==> run_1/class_map.png <==
Fill, decap, tap and diode cells in grey.
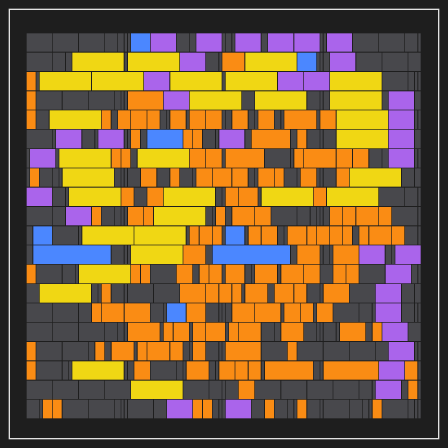
==> run_1/ff_map.png <==
Other sequential cells in the stronger grey, the rest of the logic in the fainter grey.
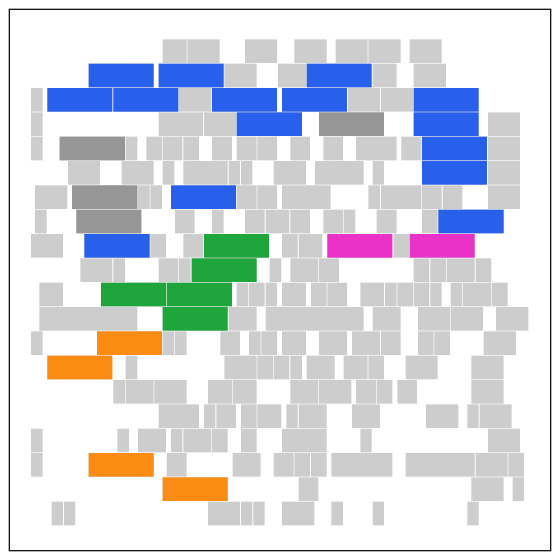
==> run_1/route_heat.png <==
The bar under the picture is 20 um long. The die is cut into 12 by 12 equal tiles; black is low, pale yellow is high, scaled to the fullest tile. Values are wire area over tile area, all layers added.
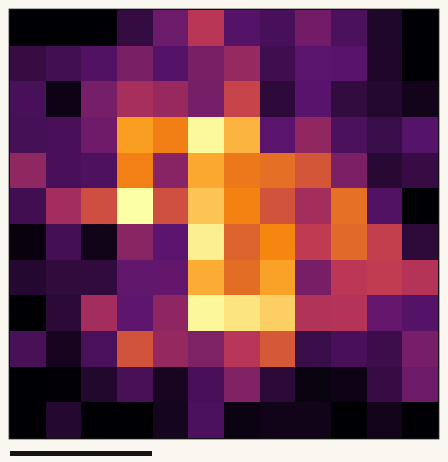
==> run_1/placed.png <==
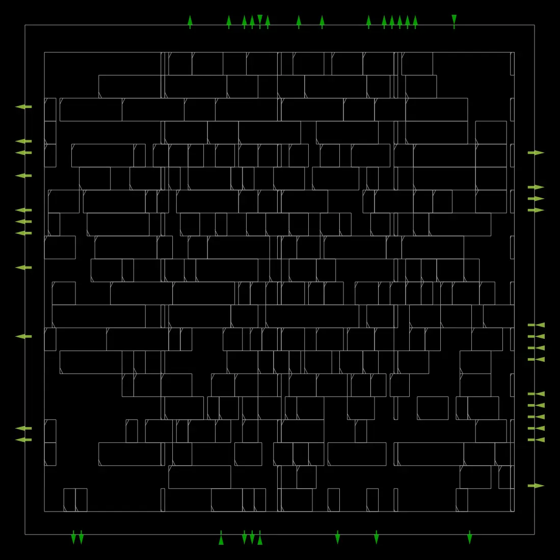
==> config.mk <==
export PLATFORM = sky130hd
export DESIGN_NAME = cpu_sequencer
export DESIGN_NICKNAME = d
export VERILOG_FILES = /design/src/rtl/cpu_pkg.sv /design/src/rtl/mem_wait_timer.sv /design/src/rtl/cpu_sequencer.sv
export SDC_FILE = /design/constraint.sdc
export NUM_CORES = 1
export LEC_CHECK = 0
export CAP_MARGIN = 20
export CORE_MARGIN = 2
export CORE_UTILIZATION = 50
export DETAILED_ROUTE_END_ITERATION = 16
export PLACE_DENSITY = 0.85
export SLEW_MARGIN = 20
export SYNTH_ARGS = -nofsm -noshare
export SYNTH_HDL_FRONTEND = slang
export SYNTH_SLANG_ARGS = --single-unit
==> constraint.sdc <==
create_clock -name clk -period 3.78 [get_ports clk]
set_input_delay 0.945 -clock clk [delete_from_list [all_inputs] [get_ports clk]]
set_output_delay 0.945 -clock clk [all_outputs]
set_load 0.05 [all_outputs]
==> src/rtl/cpu_pkg.sv <==
`default_nettype none
// ============================================================================
// Module      : cpu_pkg
// Description : Shared constants for the accumulator CPU control unit:
//               control-bus bit positions, opcodes and sequencer states.
// Revision    : 1.0 - initial release
// ============================================================================
package cpu_pkg;

    // Control-bus bit positions (one datapath action per bit)
    localparam int CB_PC_TO_MAR  = 0;
    localparam int CB_PC_TO_MBR  = 1;
    localparam int CB_PC_INC     = 2;
    localparam int CB_MBR_TO_PC  = 3;
    localparam int CB_MBR_TO_IR  = 4;
    localparam int CB_MEM_TO_MBR = 5;
    localparam int CB_MBR_TO_BR  = 6;
    localparam int CB_IR_LOAD    = 7;
    localparam int CB_MBR_TO_MAR = 8;
    localparam int CB_MAR_LOAD   = 9;
    localparam int CB_PC_LOAD    = 10;
    localparam int CB_ACC_TO_MBR = 11;
    localparam int CB_MBR_TO_MEM = 12;
    localparam int CB_MR_TO_MBR  = 15;
    localparam int CB_MEM_RD     = 16;
    localparam int CB_MEM_WR     = 17;
    localparam int CB_BR_TO_ACC  = 18;
    localparam int CB_ALU_ADD    = 19;
    localparam int CB_ALU_SUB    = 20;

    // Opcodes as seen in the IR
    localparam int OP_STORE  = 'h01;
    localparam int OP_LOAD   = 'h02;
    localparam int OP_ADD    = 'h03;
    localparam int OP_SUB    = 'h04;
    localparam int OP_JMPGEZ = 'h05;
    localparam int OP_JMP    = 'h06;
    localparam int OP_HALT   = 'h07;

    // Sequencer states
    typedef enum logic [4:0] {
        ST_IDLE  = 5'd0,
        ST_F_PC  = 5'd1,
        ST_F_RD  = 5'd2,
        ST_F_LAT = 5'd3,
        ST_F_IR  = 5'd4,
        ST_F_LD  = 5'd5,
        ST_DEC   = 5'd6,
        ST_S_ACC = 5'd7,
        ST_S_OUT = 5'd8,
        ST_S_WR  = 5'd9,
        ST_X_RD  = 5'd10,
        ST_X_LAT = 5'd11,
        ST_X_BR  = 5'd12,
        ST_X_EX  = 5'd13,
        ST_J_PC  = 5'd14,
        ST_J_LD  = 5'd15,
        ST_ILL   = 5'd16,
        ST_HALT  = 5'd17,
        ST_ERR   = 5'd18
    } state_t;

    // Accumulator update selected by the memory-operand instructions
    typedef enum logic [1:0] {
        ALU_PASS = 2'd0,
        ALU_ADD  = 2'd1,
        ALU_SUB  = 2'd2
    } alu_sel_t;

endpackage : cpu_pkg
`default_nettype wire

==> src/rtl/mem_wait_timer.sv <==
`default_nettype none
// ============================================================================
// Module      : mem_wait_timer
// Description : Counts cycles a memory wait state spends without mem_ready
//               and flags a timeout once WAIT_LIMIT stalled cycles have
//               passed and memory is still not ready.
// Revision    : 1.0 - initial release
// ============================================================================
module mem_wait_timer #(
    parameter int WAIT_LIMIT = 15
) (
    input  logic clk,
    input  logic rst,
    input  logic i_clear,
    input  logic i_mem_ready,
    output logic o_timeout
);

    localparam int                CNT_W   = $clog2(WAIT_LIMIT + 1);
    localparam logic [CNT_W-1:0]  C_LIMIT = CNT_W'(WAIT_LIMIT);

    logic [CNT_W-1:0] r_count;

    // Stall counter: held at zero outside wait states, saturates at the limit
    always_ff @(posedge clk) begin
        if (rst || i_clear) begin
            r_count <= '0;
        end else if (!i_mem_ready && (r_count != C_LIMIT)) begin
            r_count <= r_count + 1'b1;
        end
    end

    // A ready arriving on the limit cycle still wins, so timeout needs !ready
    assign o_timeout = !i_mem_ready && (r_count == C_LIMIT);

endmodule : mem_wait_timer
`default_nettype wire

==> src/rtl/cpu_sequencer.sv <==
`default_nettype none
// ============================================================================
// Module      : cpu_sequencer
// Description : Hardwired Moore control unit for the 16-bit accumulator CPU.
//               Sequences fetch/decode/execute, handshakes memory through
//               mem_ready and drives the shared datapath control word.
//               All outputs are registered from the next state so they are
//               stable for the whole cycle spent in a state.
// Revision    : 1.0 - initial release
// ============================================================================
module cpu_sequencer
    import cpu_pkg::*;
#(
    parameter int CTRL_W     = 32,
    parameter int OPCODE_W   = 8,
    parameter int WAIT_LIMIT = 15
) (
    input  logic                clk,
    input  logic                rst,
    input  logic                i_start,
    input  logic [OPCODE_W-1:0] i_opcode,
    input  logic                i_acc_neg,
    input  logic                i_mem_ready,
    output logic [CTRL_W-1:0]   o_control_signal,
    output logic                o_busy,
    output logic                o_halted,
    output logic                o_bus_error,
    output logic                o_illegal_op
);

    state_t      r_state;
    state_t      w_next;
    alu_sel_t    r_alu;
    alu_sel_t    w_alu_next;
    logic [CTRL_W-1:0] w_ctrl;
    logic        w_busy;
    logic        w_timer_clear;
    logic        w_timeout;

    // Wait states are never back-to-back, so clearing outside them
    // guarantees a zero count on every entry.
    assign w_timer_clear = !((r_state == ST_F_RD) ||
                             (r_state == ST_X_RD) ||
                             (r_state == ST_S_WR));

    mem_wait_timer #(
        .WAIT_LIMIT (WAIT_LIMIT)
    ) u_wait_timer (
        .clk         (clk),
        .rst         (rst),
        .i_clear     (w_timer_clear),
        .i_mem_ready (i_mem_ready),
        .o_timeout   (w_timeout)
    );

    // State, ALU selection and registered outputs
    always_ff @(posedge clk) begin
        if (rst) begin
            r_state          <= ST_IDLE;
            r_alu            <= ALU_PASS;
            o_control_signal <= '0;
            o_busy           <= 1'b0;
            o_halted         <= 1'b0;
            o_bus_error      <= 1'b0;
            o_illegal_op     <= 1'b0;
        end else begin
            r_state          <= w_next;
            r_alu            <= w_alu_next;
            o_control_signal <= w_ctrl;
            o_busy           <= w_busy;
            o_halted         <= (w_next == ST_HALT);
            o_bus_error      <= (w_next == ST_ERR);
            o_illegal_op     <= (w_next == ST_ILL);
        end
    end

    // Next-state logic; the ALU operation is latched in DEC so X_EX does
    // not depend on the opcode input staying stable.
    always_comb begin
        w_next     = r_state;
        w_alu_next = r_alu;
        case (r_state)
            ST_IDLE:  if (i_start) w_next = ST_F_PC;
            ST_F_PC:  w_next = ST_F_RD;
            ST_F_RD: begin
                if (i_mem_ready)    w_next = ST_F_LAT;
                else if (w_timeout) w_next = ST_ERR;
            end
            ST_F_LAT: w_next = ST_F_IR;
            ST_F_IR:  w_next = ST_F_LD;
            ST_F_LD:  w_next = ST_DEC;
            ST_DEC: begin
                case (i_opcode)
                    OPCODE_W'(OP_STORE): w_next = ST_S_ACC;
                    OPCODE_W'(OP_LOAD): begin
                        w_next     = ST_X_RD;
                        w_alu_next = ALU_PASS;
                    end
                    OPCODE_W'(OP_ADD): begin
                        w_next     = ST_X_RD;
                        w_alu_next = ALU_ADD;
                    end
                    OPCODE_W'(OP_SUB): begin
                        w_next     = ST_X_RD;
                        w_alu_next = ALU_SUB;
                    end
                    OPCODE_W'(OP_JMPGEZ): w_next = i_acc_neg ? ST_F_PC : ST_J_PC;
                    OPCODE_W'(OP_JMP):    w_next = ST_J_PC;
                    OPCODE_W'(OP_HALT):   w_next = ST_HALT;
                    default:              w_next = ST_ILL;
                endcase
            end
            ST_S_ACC: w_next = ST_S_OUT;
            ST_S_OUT: w_next = ST_S_WR;
            ST_S_WR: begin
                if (i_mem_ready)    w_next = ST_F_PC;
                else if (w_timeout) w_next = ST_ERR;
            end
            ST_X_RD: begin
                if (i_mem_ready)    w_next = ST_X_LAT;
                else if (w_timeout) w_next = ST_ERR;
            end
            ST_X_LAT: w_next = ST_X_BR;
            ST_X_BR:  w_next = ST_X_EX;
            ST_X_EX:  w_next = ST_F_PC;
            ST_J_PC:  w_next = ST_J_LD;
            ST_J_LD:  w_next = ST_F_PC;
            ST_ILL:   w_next = ST_F_PC;
            ST_HALT:  w_next = ST_HALT;
            ST_ERR:   w_next = ST_ERR;
            default:  w_next = ST_IDLE;
        endcase
    end

    // Control word and busy decoded from the state about to be entered
    always_comb begin
        w_ctrl = '0;
        w_busy = 1'b1;
        case (w_next)
            ST_IDLE, ST_HALT, ST_ERR: w_busy = 1'b0;
            ST_F_PC:  w_ctrl[CB_PC_TO_MAR] = 1'b1;
            ST_F_RD, ST_X_RD: w_ctrl[CB_MEM_RD] = 1'b1;
            ST_F_LAT: begin
                w_ctrl[CB_MEM_TO_MBR] = 1'b1;
                w_ctrl[CB_PC_INC]     = 1'b1;
            end
            ST_F_IR: begin
                w_ctrl[CB_MBR_TO_IR]  = 1'b1;
                w_ctrl[CB_MBR_TO_MAR] = 1'b1;
            end
            ST_F_LD: begin
                w_ctrl[CB_IR_LOAD]  = 1'b1;
                w_ctrl[CB_MAR_LOAD] = 1'b1;
            end
            ST_S_ACC: w_ctrl[CB_ACC_TO_MBR] = 1'b1;
            ST_S_OUT: w_ctrl[CB_MBR_TO_MEM] = 1'b1;
            ST_S_WR:  w_ctrl[CB_MEM_WR]     = 1'b1;
            ST_X_LAT: w_ctrl[CB_MEM_TO_MBR] = 1'b1;
            ST_X_BR:  w_ctrl[CB_MBR_TO_BR]  = 1'b1;
            ST_X_EX: begin
                case (w_alu_next)
                    ALU_ADD: w_ctrl[CB_ALU_ADD]   = 1'b1;
                    ALU_SUB: w_ctrl[CB_ALU_SUB]   = 1'b1;
                    default: w_ctrl[CB_BR_TO_ACC] = 1'b1;
                endcase
            end
            ST_J_PC:  w_ctrl[CB_MBR_TO_PC] = 1'b1;
            ST_J_LD:  w_ctrl[CB_PC_LOAD]   = 1'b1;
            default:  w_ctrl = '0;
        endcase
    end

endmodule : cpu_sequencer
`default_nettype wire
==> flow_summary.json, run 1 <==
{
  "worst_r2r_endpoint": "o_busy$_SDFF_PP0_",
  "cts_tree": "yes",
  "dr.first_iter.drc_count": 69,
  "core_util_floorplan": 0.5244,
  "flop_cell": "dfxtp_1",
  "largest_register_ffs": 15,
  "ys_area_sq_um": 1588,
  "endpoint": "o_busy$_SDFF_PP0_",
  "timing_worst_setup_path_type": "in -> reg",
  "grt_setup_unrepaired": "no",
  "grt_max_degree": 16,
  "io_buffers": 33,
  "ir_drop_mv": 0.6107,
  "worstPathRequired_ns": 4.03,
  "yosys_warnings": 0,
  "cts_setup_buffers": 0,
  "max_freq_mhz": 355.5,
  "power.density_nw_per_um2": 434.5,
  "antenna_found_initial": 0,
  "chipArea_sq_um": 3642,
  "relSlewSlack": 0.5588,
  "chipWidth_um": 60.35,
  "min_period_over_period": 0.7442,
  "cp_slowest_stage_delay_ns": 0.65,
  "setup_ws_ns": 0.9670,
  "top_logic_kind": "simple AND/OR/NAND/NOR gates",
  "syn_area_sq_um": 1588,
  "ys.flops": 30,
  "syn_area_per_cell_sq_um": 8.870,
  "hold_path.startpoint": "u_wait_timer.r_count[1]$_SDFFE_PP0P_",
  "ant_nets": 0,
  "rr_worst_depth": 7,
  "cts_resized": 0,
  "layout-drive-gt1-share": 0.1005,
  "grt_pass1_vias": 1136,
  "hold_path_depth": 2,
  "layout-area-overhead-vs-synth_pct": 23.72,
  "hold_class": "reg -> reg",
  "cts_hold_buf": 0,
  "clockBufferDepth": 2,
  "mux_share": 0.01261,
  "top_regs": "o_control_signal (15), r_state (5), u_wait_timer.r_count (4)",
  "clk_pin_slew_worst_paths_ns": 0.09,
  "htreeDepth": 2,
  "clkSinkCount": 30,
  "edf_count": 0,
  "r2r_slack_ns": 1.52,
  "lay_top_count": "clkdlybuf4s50_1",
  "cp_top_family": "simple AND/OR/NAND/NOR gates",
  "place_congestion": 0.8988,
  "cp_cell_sequence": "clkdlybuf4s50_1, or3b_1, nand3_1, o221ai_1, nor2_2, xor2_1, a221oi_2",
  "ys_sh_xor": 0.02758,
  "route.detailed.drc": 0,
  "maxSlewViolCount": 0,
  "synth-simple-area-share": 0.2994,
  "ios": 49,
  "worst-path-stages": 7,
  "hold_viol": 0,
  "drt_first_pass_iters": 5,
  "largest_register": "o_control_signal",
  "cp-end-kind": "register",
  "p_leak_nw": 0.7834,
  "hold-worst-slack_ns": 0.5487,
  "min_period_ns": 2.813,
  "worst_pin_slew_ns": 0.6617,
  "postSynth.asyncResetShare": 0,
  "diodes": 0,
  "hold_end": "u_wait_timer.r_count[1]$_SDFFE_PP0P_",
  "cts_buffers": 5,
  "grt_pass1_wl_um": 5064,
  "status": "finished, final reports clean",
  "layout_top_cells": "33 x clkdlybuf4s50_1, 30 x dfxtp_1, 20 x nor2_1",
  "nets": 224,
  "fin_tns_setup_ns": 0,
  "path_max_fanout": 11,
  "ys_cells": 179,
  "cp_num_buf_inv": 1
}
About class_map.png:
Key: sequential cells = yellow [cells 30, share of their area 31%]; clock drivers and dummy loads = blue [cells 8, share of their area 5.8%]; remaining logic cells = orange [cells 138, share of their area 45%]; remaining buffers and delay cells = purple [cells 33, share of their area 17%]
fin util: 0.6488
core area: 3028 sq um
Seq/total area: 0.3057
design area: 1964 sq um

About ff_map.png:
Key: u_wait_timer.r_count = orange [placed flops 4, where bottom left]; r_alu = magenta [placed flops 2]; o_control_signal = blue [placed flops 15]; r_state = green [placed flops 5]
Another 4 sequential cells are not coloured.
Seq. cell area: 600.6 sq um
sequential logic power: 0.336 mW

About route_heat.png:
The mean over all tiles is 0.14. The fullest tile reaches 0.44. 22% of the tiles are over half the peak. 9.7% of the tiles are nearly empty. The emptiest ninth of the die: bottom left. The densest ninth of the die: middle.
global-route usage over all layers: 0.1936
DR vias: 1276

About placed.png:
registers: 30
Filler cells: 247
Non-Filler Instances: 253
# rows: 20

-- run 1: routing by layer --
metal | up-vias | track usage | wire [um]
li1 | 650 | - | -
met1 | 577 | 0.2457 | 1450
met2 | 43 | 0.2857 | 1404
met3 | 6 | 0.07249 | 196
met4 | 0 | 0.1048 | 51
met5 | - | 0 | 0
-- run 1: final cells by class --
type	count	share of cell area
multi-input combinational	133	0.4318
tap	44	0.02803
clock inverter	2	0.03057
inverter	5	0.009554
clock buffer	6	0.02611
sequential	30	0.3057
timing repair buffer	33	0.1682
-- run 1: cell usage after synthesis, drive strengths merged, types with 2 or more instances --
cell	count	area share
nand3	4	0.013
or2	3	0.012
clkbuf	3	0.0071
a211oi	2	0.0095
buf	22	0.10
nor4	4	0.016
mux2i	2	0.013
and3	2	0.0079
nor3b	3	0.021
and2	8	0.033
o31a	2	0.011
ha	3	0.024
nor3	6	0.019
dfxtp	30	0.38
nor2b	4	0.020
nand2b	6	0.028
nand4	2	0.017
nand2	5	0.012
and3b	3	0.017
xor2	4	0.022
inv	5	0.012
o21ai	11	0.035
a21oi	6	0.019
nor2	21	0.051
-- run 1: where the power goes --
| group | internal [mW] | total [mW] | switching [mW] |
|---|---|---|---|
| registers | 0.326 | 0.336 | 0.00960 |
| clock network | 0.224 | 0.338 | 0.114 |
| logic | 0.0605 | 0.180 | 0.119 |
-- run 1: cells by family (layout without fill, tap and decap cells) --
family                   count (synthesis)  after routing
flip-flops                              30             30
buffers and inverters                   30             46
adder cells (fa/ha/maj)                  3              3
other                                    1             15
AND/OR/NAND/NOR                         76             76
XOR/XNOR                                 5              5
multiplexers                             2              2
AND-OR/OR-AND                           32             32
-- run 1: worst min-delay path, delay by kind of cell, from the launching register on --
kind | cells | cell delay (ns)
flops | 1 | 0.36
mux | 1 | 0.08
simple gates | 1 | 0.07
==> run 2, diff against run 1 <==
--- a/config.mk
+++ b/config.mk
@@ -7,9 +7,9 @@
 export LEC_CHECK = 0
 export CAP_MARGIN = 20
 export CORE_MARGIN = 2
-export CORE_UTILIZATION = 50
+export CORE_UTILIZATION = 42
 export DETAILED_ROUTE_END_ITERATION = 16
-export PLACE_DENSITY = 0.85
+export PLACE_DENSITY = 0.76
 export SLEW_MARGIN = 20
 export SYNTH_ARGS = -nofsm -noshare
 export SYNTH_HDL_FRONTEND = slang
==> constraint.sdc (replaced) <==
create_clock -name clk -period 2.4 [get_ports clk]
set_input_delay 0.6 -clock clk [delete_from_list [all_inputs] [get_ports clk]]
set_output_delay 0.6 -clock clk [all_outputs]
set_load 0.05 [all_outputs]
==> run_2/ff_map.png <==
Other sequential cells in the stronger grey, the rest of the logic in the fainter grey.
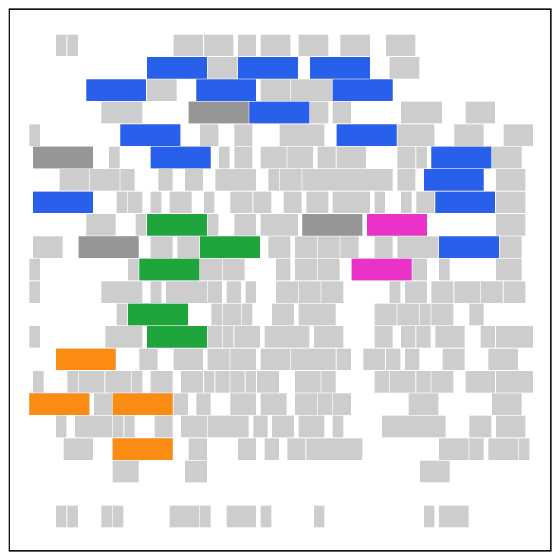
sequential logic power: 0.528 mW
Seq/total area: 0.2700
fin util: 0.6077

==> flow_summary.json, run 2 <==
{
  "status": "finished, final reports clean",
  "ys_area_sq_um": 1588,
  "cts_hold_buf": 0,
  "drt_first_pass_iters": 4,
  "fin_skew_ns": 0.005956,
  "grt_usage": 0.1639,
  "hold-worst-slack_ns": 0.5328,
  "wl_um": 3332,
  "layout-area-overhead-vs-synth_pct": 40.11,
  "min_period_over_period": 0.9468,
  "flop_cell": "dfxtp_1",
  "lay_top_count": "clkdlybuf4s50_1",
  "core_util_floorplan": 0.4337,
  "root_buffer": "clkbuf_8",
  "largest_register": "o_control_signal",
  "common_cells": "30 x dfxtp_1, 20 x nor2_1, 18 x buf_4",
  "grt_pass1_vias": 1241,
  "top_cell": "dfxtp_1",
  "hold_viol": 0,
  "grt_max_degree": 15,
  "route.detailed.drc": 0,
  "ys.flops": 30,
  "ant_nets": 0,
  "placed_area_sq_um": 2076,
  "io_buffers": 33,
  "syn_area_sq_um": 1588,
  "wire_per_inst_um": 11.69,
  "fin_tns_setup_ns": 0,
  "topRoutingLayerUsed": "met4",
  "synth_top_cell_by_area": "dfxtp_1",
  "max_freq_mhz": 440.1,
  "relSlewSlack": 0.6618,
  "min_period_ns": 2.272,
  "largest_register_ffs": 15,
  "cts_setup_buffers": 0,
  "clockBufferDepth": 2,
  "ys_cells": 179,
  "clk-insertion-delay-late_ns": 0.28,
  "clkSinkCount": 30,
  "wl_met2_um": 1547,
  "top_regs": "o_control_signal (15), r_state (5), u_wait_timer.r_count (4)",
  "cts_resized": 0,
  "worstSetupStartpointType": "input port",
  "synth.area.top_cells": "dfxtp_1 38%, buf_4 8.5%, nor2_1 4.7%",
  "chipWidth_um": 65.49,
  "cp_cell_sequence": "clkdlybuf4s50_1, and3b_1, a21oi_1, o22ai_2, or2_2, a211oi_1, a221oi_2",
  "synth_seq_share": 0.3783,
  "edf_count": 0,
  "max_cap_viol_count": 0,
  "core_area_sq_um": 3661,
  "hpwl_um": 2509,
  "cts_tree": "yes",
  "path_max_fanout": 5,
  "worst_pin_slew_ns": 0.5057,
  "ys_sh_xor": 0.02758,
  "htreeDepth": 2,
  "viasPerCell": 4.814,
  "hold_class": "reg -> reg",
  "top_logic_kind": "simple AND/OR/NAND/NOR gates",
  "final_area_sq_um": 2225,
  "clk_pin_slew_worst_paths_ns": 0.06,
  "setup_viol": 0,
  "place_congestion": 0.9017,
  "overflow": 0,
  "fill_cells": 336,
  "die_y_um": 65.49,
  "cts_buffers": 5,
  "chipArea_sq_um": 4288,
  "maxSlewViolCount": 0,
  "nets": 253,
  "layout-drive-gt1-share": 0.2321,
  "tool_warnings": 27,
  "postSynth.asyncResetShare": 0,
  "layout_top_cells": "31 x clkdlybuf4s50_1, 30 x dfxtp_1, 29 x buf_4",
  "placed_cells": 278,
  "wl_met3_um": 177,
  "row_count": 22,
  "netlist_instances": 179,
  "ys_sh_aoi": 0.1355,
  "cp_slowest_stage_delay_ns": 0.57,
  "fin_total_pwr_mw": 1.374,
  "power.density_nw_per_um2": 617.5,
  "yosys_warnings": 0,
  "diodes": 0,
  "syn_area_per_cell_sq_um": 8.870,
  "worst_ep_arrival_time_ns": 2.43,
  "via_count": 1372,
  "dr.first_iter.drc_count": 42,
  "timing_worst_setup_path_type": "in -> reg",
  "fa_ha_area_frac": 0.02364,
  "p_leak_nw": 0.9455,
  "ios": 49,
  "cp-end-kind": "register",
  "antenna_found_initial": 0,
  "mux_share": 0.01261,
  "ys_types": 52,
  "ir_drop_mv": 0.5404,
  "grt_pass1_wl_um": 5354,
  "top_cell_area_share": 0.3783,
  "final_cells": 285,
  "drt-met1-wl_um": 1566,
  "worstPathRequired_ns": 2.55,
  "cp_slowest_cell": "clkdlybuf4s50_1",
  "synth-simple-area-share": 0.2994
}
## run 2: report_power, final
part	total [mW]	switching, mW	internal [mW]
sequential	0.528	0.0141	0.514
combinational	0.339	0.201	0.138
clock	0.507	0.175	0.331
total	1.37	0.390	0.983
## run 2: layout make-up
class                           count  area, sq um  area share
Tap cell                           48        60.06     0.02700
Multi-Input combinational cell    133        879.6      0.3954
Sequential cell                    30        600.6      0.2700
Timing Repair Buffer               62        553.0      0.2486
Inverter                            5        18.77    0.008436
Clock buffer                        6        82.58     0.03712
Clock inverter                      1        30.03     0.01350
## run 2: final timing paths
| kind | from | endpoint | slack [ns] | cells past startpoint |
|---|---|---|---|---|
| setup / recovery | i_opcode[0] | o_busy$_SDFF_PP0_ | 0.13 | 7 |
| hold reg to reg | u_wait_timer.r_count[1]$_SDFFE_PP0P_ | u_wait_timer.r_count[1]$_SDFFE_PP0P_ | 0.53 | 2 |
| hold / removal | u_wait_timer.r_count[1]$_SDFFE_PP0P_ | u_wait_timer.r_count[1]$_SDFFE_PP0P_ | 0.53 | 2 |
| setup reg to reg | r_state[3]$_SDFF_PP0_ | o_busy$_SDFF_PP0_ | 0.41 | 6 |
## run 2: per-stage QoR
step	util	worst slack [ns]
4_1_cts	0.5977	0.02667
6_report	0.6077	0.1277
2_1_floorplan	-	0.2246
5_1_grt	0.6077	-0.005761
3_3_place_gp	0.5670	-0.2623
3_5_place_dp	0.5670	-0.2571
## run 2: critical path, delay by kind of cell
family                 cells  cell delay, ns
buffers and inverters      1            0.57
AND-OR/OR-AND              4            0.70
AND/OR/NAND/NOR            2            0.57
## run 2: per-layer routing
layer / track usage / up-vias
li1: - / 710
met1: 0.2011 / 624
met2: 0.2666 / 34
met3: 0.05308 / 4
met4: 0.06250 / 0
met5: 0 / -
==> run 3, diff against run 2 <==
--- a/config.mk
+++ b/config.mk
@@ -9,6 +9,7 @@
 export CORE_MARGIN = 2
 export CORE_UTILIZATION = 42
 export DETAILED_ROUTE_END_ITERATION = 16
+export MAX_ROUTING_LAYER = met4
 export PLACE_DENSITY = 0.76
 export SLEW_MARGIN = 20
 export SYNTH_ARGS = -nofsm -noshare
==> run_3/route_heat.png <==
The bar under the picture is 20 um long. The die is cut into 13 by 13 equal tiles; black is low, pale yellow is high, scaled to the fullest tile. Values are wire area over tile area, all layers added.
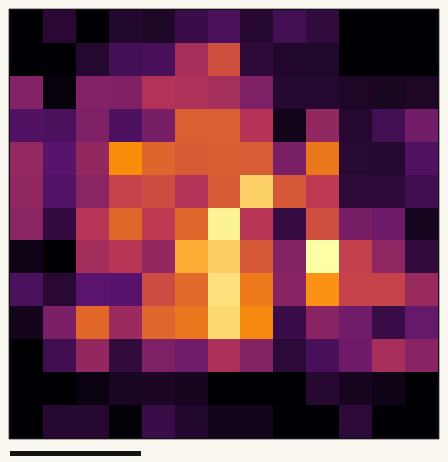
The emptiest ninth of the die: top right. The fullest tile reaches 0.42. 22% of the tiles are over half the peak. 15% of the tiles are nearly empty. The mean over all tiles is 0.12. The densest ninth of the die: middle.
wire per inst: 11.73 um
DR vias: 1371
drt total wl: 3344 um
global-route usage over all layers: 0.1683

==> flow_summary.json, run 3 <==
{
  "lay_top_count": "clkdlybuf4s50_1",
  "grt-busiest-layer": "met2",
  "max_freq_mhz": 440.1,
  "comb_power_share": 0.246,
  "mux_share": 0.01261,
  "ios": 49,
  "edf_count": 0,
  "p_sw_frac": 0.2840,
  "top_logic_kind": "simple AND/OR/NAND/NOR gates",
  "worstSetupStartpointType": "input port",
  "ys.flops": 30,
  "diodes": 0,
  "wl_met3_um": 180,
  "clkSinkCount": 30,
  "viasPerCell": 4.811,
  "syn_area_sq_um": 1588,
  "clockBufferDepth": 2,
  "ys_types": 52,
  "utilization": 0.6077,
  "fin_skew_ns": 0.006031,
  "cp_slowest_stage_delay_ns": 0.57,
  "dr.first_iter.drc_count": 37,
  "layout_top_cells": "31 x clkdlybuf4s50_1, 30 x dfxtp_1, 29 x buf_4",
  "postSynth.asyncResetShare": 0,
  "ant_nets": 0,
  "htreeDepth": 2,
  "min_period_ns": 2.272,
  "grtUsageMet2": 0.2666,
  "internal-power_mw": 0.9834,
  "cts_setup_buffers": 0,
  "worstPathRequired_ns": 2.55,
  "fin_total_pwr_mw": 1.373,
  "synth.area.top_cells": "dfxtp_1 38%, buf_4 8.5%, nor2_1 4.7%",
  "path_max_fanout": 5,
  "drt-met1-wl_um": 1579,
  "top_regs": "o_control_signal (15), r_state (5), u_wait_timer.r_count (4)",
  "ys_sh_aoi": 0.1355,
  "synth_seq_share": 0.3783,
  "use_met3": 0.05308,
  "fin_tns_setup_ns": 0,
  "top_cell_area_share": 0.3783,
  "power.density_nw_per_um2": 617.4,
  "topRoutingLayerUsed": "met4",
  "top_cell": "dfxtp_1",
  "hpwl_um": 2509,
  "grt_pass1_wl_um": 5347,
  "chipWidth_um": 65.49,
  "cts_tree": "yes",
  "core_area_sq_um": 3661,
  "worst_pin_slew_ns": 0.5057,
  "layout-drive-gt1-share": 0.2321,
  "hold_class": "reg -> reg",
  "grt_pass1_vias": 1241,
  "row_count": 22,
  "pwr-share-clk": 0.369,
  "fa_ha_area_frac": 0.02364,
  "overflow": 0,
  "relSlewSlack": 0.6618,
  "wl_met2_um": 1544,
  "flop_cell": "dfxtp_1",
  "core_util_floorplan": 0.4337,
  "ys_sh_xor": 0.02758,
  "layout-area-overhead-vs-synth_pct": 40.11,
  "largest_register_ffs": 15,
  "place_congestion": 0.9171,
  "met1_usage": 0.2011,
  "min_period_over_period": 0.9468,
  "status": "finished, final reports clean",
  "setup_viol": 0,
  "switchingPower_mw": 0.3900,
  "chipArea_sq_um": 4288,
  "maxSlewViolCount": 0,
  "nets": 253,
  "cp-end-kind": "register",
  "cp_cell_sequence": "clkdlybuf4s50_1, and3b_1, a21oi_1, o22ai_2, or2_2, a211oi_1, a221oi_2",
  "tool_warnings": 27,
  "synth-simple-area-share": 0.2994,
  "route.detailed.drc": 0,
  "synth_top_cell_by_area": "dfxtp_1",
  "ys_cells": 179,
  "largest_register": "o_control_signal",
  "cp_num_buf_inv": 1,
  "common_cells": "30 x dfxtp_1, 20 x nor2_1, 18 x buf_4",
  "clk_pin_slew_worst_paths_ns": 0.06,
  "die_y_um": 65.49,
  "grt_max_degree": 15,
  "p_leak_nw": 0.9455,
  "timing_worst_setup_path_type": "in -> reg",
  "drt_first_pass_iters": 4,
  "antenna_found_initial": 0,
  "syn_area_per_cell_sq_um": 8.870,
  "cp_slowest_cell": "clkdlybuf4s50_1",
  "ys_area_sq_um": 1588,
  "netlist_instances": 179,
  "max_cap_viol_count": 0,
  "ir_drop_mv": 0.5406,
  "root_buffer": "clkbuf_8",
  "seq_power_share": 0.385,
  "clk-insertion-delay-late_ns": 0.28,
  "cts_buffers": 5,
  "cp_top_family": "AND-OR/OR-AND gates",
  "worst_ep_arrival_time_ns": 2.43,
  "io_buffers": 33,
  "hold_viol": 0,
  "yosys_warnings": 0
}
## run 3: cell counts in the layout (fill, tap and decap cells not counted)
Identical to the previous run, type by type.
## run 3: metrics by stage
step | std cells | hold WS [ns] | instance area (sq um) | setup WS [ns]
3_5_place_dp | 278 | 0.5243 | 2076 | -0.2571
3_3_place_gp | 278 | 0.5069 | 2076 | -0.2623
2_1_floorplan | 193 | 0.4877 | 1640 | 0.2246
5_1_grt | 285 | 0.5890 | 2225 | -0.005758
6_report | 285 | 0.5328 | 2225 | 0.1278
4_1_cts | 285 | 0.5393 | 2188 | 0.02667
## run 3: power groups by stage
stage / Combinational, mW / Sequential, mW / Clock [mW]
floorplan: 0.211 / 0.569 / 0
global placement: 0.325 / 0.539 / 0
detailed placement: 0.329 / 0.539 / 0
CTS: 0.331 / 0.528 / 0.518
global route: 0.363 / 0.530 / 0.538
finish: 0.338 / 0.528 / 0.507
## run 3: worst paths after layout
check | depth (start not counted) | from | slack [ns] | end
max | 7 | i_opcode[0] | 0.13 | o_busy$_SDFF_PP0_
min | 2 | u_wait_timer.r_count[1]$_SDFFE_PP0P_ | 0.53 | u_wait_timer.r_count[1]$_SDFFE_PP0P_
max reg2reg | 6 | r_state[3]$_SDFF_PP0_ | 0.40 | o_busy$_SDFF_PP0_
min reg2reg | 2 | u_wait_timer.r_count[1]$_SDFFE_PP0P_ | 0.53 | u_wait_timer.r_count[1]$_SDFFE_PP0P_
## run 3: timing repair
action	in CTS	in global routing
setup endpoints to repair	0	6
resized	0	8
hold endpoints to repair	0	0
hold buffers	0	0
## run 3: layout make-up
type                    count  area, sq um
clock buffers               6        82.58
clock inverters             1        30.03
repair buffers             62        553.0
fillers                   336         1436
well taps                  48        60.06
inverters                   5        18.77
flip-flops and latches     30        600.6
multi-input cells         133        879.6
Power and IR drop assume default switching activity.
